==> config.mk <==
export PLATFORM = sky130hd
export DESIGN_NAME = maxpool_stream_ctrl
export DESIGN_NICKNAME = d
export VERILOG_FILES = /design/src/rtl/pool_pkg.sv /design/src/rtl/maxpool.sv /design/src/rtl/maxpool_stream_ctrl.sv
export SDC_FILE = /design/constraint.sdc
export NUM_CORES = 1
export LEC_CHECK = 0
export ABC_CLOCK_PERIOD_IN_PS = 5900
export CAP_MARGIN = 20
export CELL_PAD_IN_SITES_DETAIL_PLACEMENT = 0
export CELL_PAD_IN_SITES_GLOBAL_PLACEMENT = 1
export CORE_ASPECT_RATIO = 0.9
export CORE_UTILIZATION = 35
export DETAILED_ROUTE_END_ITERATION = 8
export PLACE_DENSITY_LB_ADDON = 0.12
export SYNTH_ARGS = -nofsm -noshare
export SYNTH_HDL_FRONTEND = slang
export SYNTH_HIERARCHICAL = 1
export SYNTH_SLANG_ARGS = --single-unit
==> constraint.sdc <==
create_clock -name CLK -period 5.9 [get_ports CLK]
set_clock_uncertainty 0.2 [all_clocks]
set_input_delay 1.18 -clock CLK [delete_from_list [all_inputs] [get_ports CLK]]
set_output_delay 1.18 -clock CLK [all_outputs]
set_load 0.005 [all_outputs]
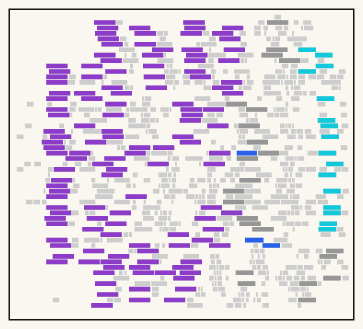
**Above:** register map, names as in the netlist.
Drawn at 2 px/um.
- blue: col (sequential cells 3)
- cyan: out_data (sequential cells 16)
- purple: linebuf (sequential cells 128)
- not colored: 23
Sequential Area: 4980 um^2
P_seq: 1.50 mW
Finished Core Util: 42.6%
Seq area share: 46.3%

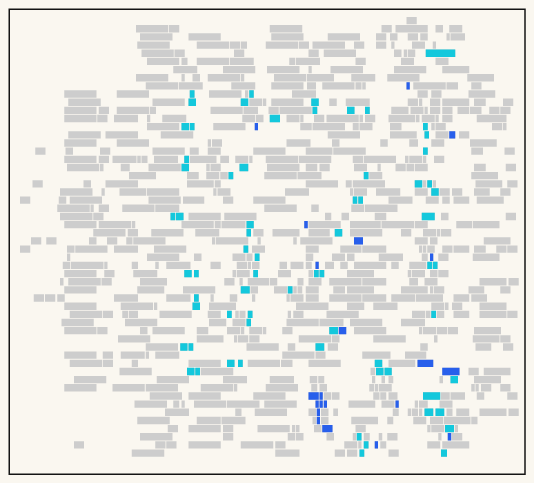
**Above:** gate families picked out.
Drawn at 3 px/um.
- cyan: inverting AOI/OAI gates (cells 68)
- blue: NOR gates (cells 21)
highest-count logic cell in the final layout: edfxtp_1
post-route insts no fill: 1050
Comb area share: 34.5%

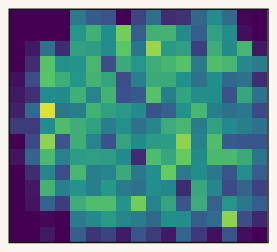
**Above:** cell density map.
Drawn at 1.5 px/um. 17 x 15 tiles, from dark purple (low) to yellow (high), 0 to 100% covered.
- tiles over 75% full: 3.5%
- mean over tiles: 39%
- emptiest ninth of the die: south-west
- fullest tile: 95%
pre-placement core utilization: 35.8%
CORE AREA: 25300 um^2

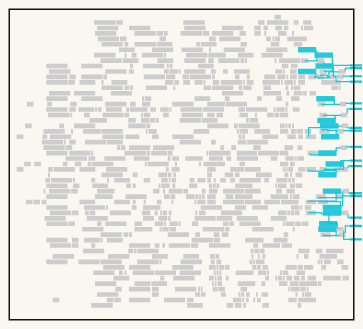
**Above:** wires at chosen ports, followed through buffers.
Drawn at 2 px/um.
- cyan: out_data (bits 16; direction output; edge east; end cells 16; buffers 16; wire 329 um)
I/O pin cnt: 42
port bufs: 41

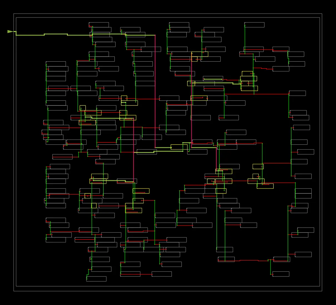
**Above:** clock wiring as the flow saved it.
clock-net power: 1.12 mW
clock buffer count: 17
clk sink count: 170
flip-flops: 170

==> results.yml <==
# physical design summary
setup_path:
  max_stage_delay_ns: 0.61
  path_cells: "buf_6 -> nand2b_1 -> mux4_2 -> o21ai_0 -> ha_1 -> nand2b_1 -> a2111oi_1 -> o311ai_1 -> a21oi_2 -> buf_4 -> mux2i_1 -> inv_1 -> ha_1 -> a21o_1 -> a21oi_1 -> o21ai_0 -> a21o_1 -> a22oi_2 -> buf_4 -> mux2i_1 -> mux2_2"
  worstSetupPathType: "register to register"
  critPathBufInv: 4
  cp.required_ns: 6.01
  endpoint_kind: "register"
  cp_slowest_cell: "dfrtp_4"
  worst-path-stages: 21
  ff2ff_path_depth: 21
  cp_max_fo: 14
  critical-path-top-delay-family: "AND-OR/OR-AND gates"
  r2r_setup_slack_ns: 0.29
floorplan:
  die_w_um: 171
  dieArea_um2: 26500
  core.rowCount: 55
  taps: 342
  die_h_um: 154
logic_synthesis:
  common_cells: "edfxtp_1 (144), mux2i_1 (70), ha_1 (57), inv_1 (54), mux4_2 (32)"
  top_logic_kind: "multiplexers"
  postSynthAreaPerCell_um2: 14.7
  top_cell_area_share_pct: 47.8
  yosys_warnings: 6
  ys_ff: 170
  area_leaders: "edfxtp_1 (48%), mux4_2 (8.0%), ha_1 (7.9%)"
  compound_area_share_pct: 6.42
  synthDistinctLibCells: 57
  synth-simple-area-share_pct: 5.84
  async_flop_share_pct: 15.3
  adder_share_pct: 7.89
  fp_nets: 694
  mux_area_share_pct: 20.6
  yosys.area.top_type: "edfxtp_1"
  yosys_most_used_dff: "edfxtp_1"
  edf_count: 144
  synth_chip_area_um2: 9040
  xor_share_pct: 0
  synthesis.area_um2: 9040
  synth_top_cell_by_count: "edfxtp_1"
  ys_seq_share_pct: 55.0
grt:
  first_global_vias: 5477
  grt_usage_pct: 17.1
  overflow: 0
  grt_pass1_wl_um: 32900
  gr-max-usage-layer: "met2"
  use_met3_pct: 2.56
  met1_usage_pct: 25.5
  global_route.usage.met2_pct: 25.6
  antenna_found_initial: 0
  grt_max_degree: 36
detailed_routing:
  wl_met2_um: 9430
  wirelength_um: 21500
  wire_per_inst_um: 20.5
  via_per_inst: 5.07
  dr_wl_met3_um: 1280
  ant_nets: 0
  vias: 5321
  drc: 0
  drt_pass1_iterations: 4
  dr.max_layer_used: "met4"
place:
  place.gp.congestion: 0.780
  dp.cells: 1016
  placed_cell_area_um2: 10100
  dp_hpwl_um: 15300
  pre_cts_slack_ns: 0.241
status:
  outcome: "complete, no violations"
pwr:
  power.density_nw_per_um2: 488
  p_comb_share_pct: 50.0
  irDropWorstVdd_mv: 0.241
  top_power_group: "combinational cells"
  power_frac_seq_pct: 28.6
  power_frac_clock_pct: 21.4
  powerComb_mw: 2.62
  internal_power_mw: 3.24
  power_switching_share_pct: 38.2
  leakage_nw: 4.09
  power.total_mw: 5.24
  p_sw_mw: 2.00
worst_hold_path:
  worstHoldPathCells: 1
  hold_class: "register to register"
cts:
  insertion_delay_ns: 0.43
  cts-root-buf: "clkbuf_16"
  max-clock-path-buffers: 2
  cts_resized: 0
  htree_levels: 4
  numCtsBuffers: 17
  post-cts-setup-buffers: 0
  clkSlewWorstSetupHoldPaths_ns: 0.07
  cts_hold_buf: 0
timing:
  min_period_ns: 5.61
  rsz0062_at_grt: "false"
  hold_slack_ns: 0.308
  tns_ns: 0
  setup_ws_ns: 0.288
  fin_crit_sh_pct: 95.1
  drv_slew: 0
  setup_viol: 0
  tightest_slew_ns: 0.940
  slew_headroom_pct: 37.1
layout:
  final_layout_top_logic_cells: "edfxtp_1 (144), mux2i_1 (69), ha_1 (57), inv_1 (54), clkdlybuf4s50_1 (41)"
  area_delta_synth_final_pct: 18.8
  buffer_area_share_pct: 7.77
  design_area_um2: 10700
  largest_register_ffs: 128
  area_dominant_class: "sequential cells"
  clk_share_pct: 5.57
  n_all_buffers: 86
  antenna_cells: 0
  fillers: 2289
  comb_area_um2: 3700
  inv_count: 54
  logic_gates: 366
run:
  warnings: 31
Power is estimated from default activity; no workload was simulated.
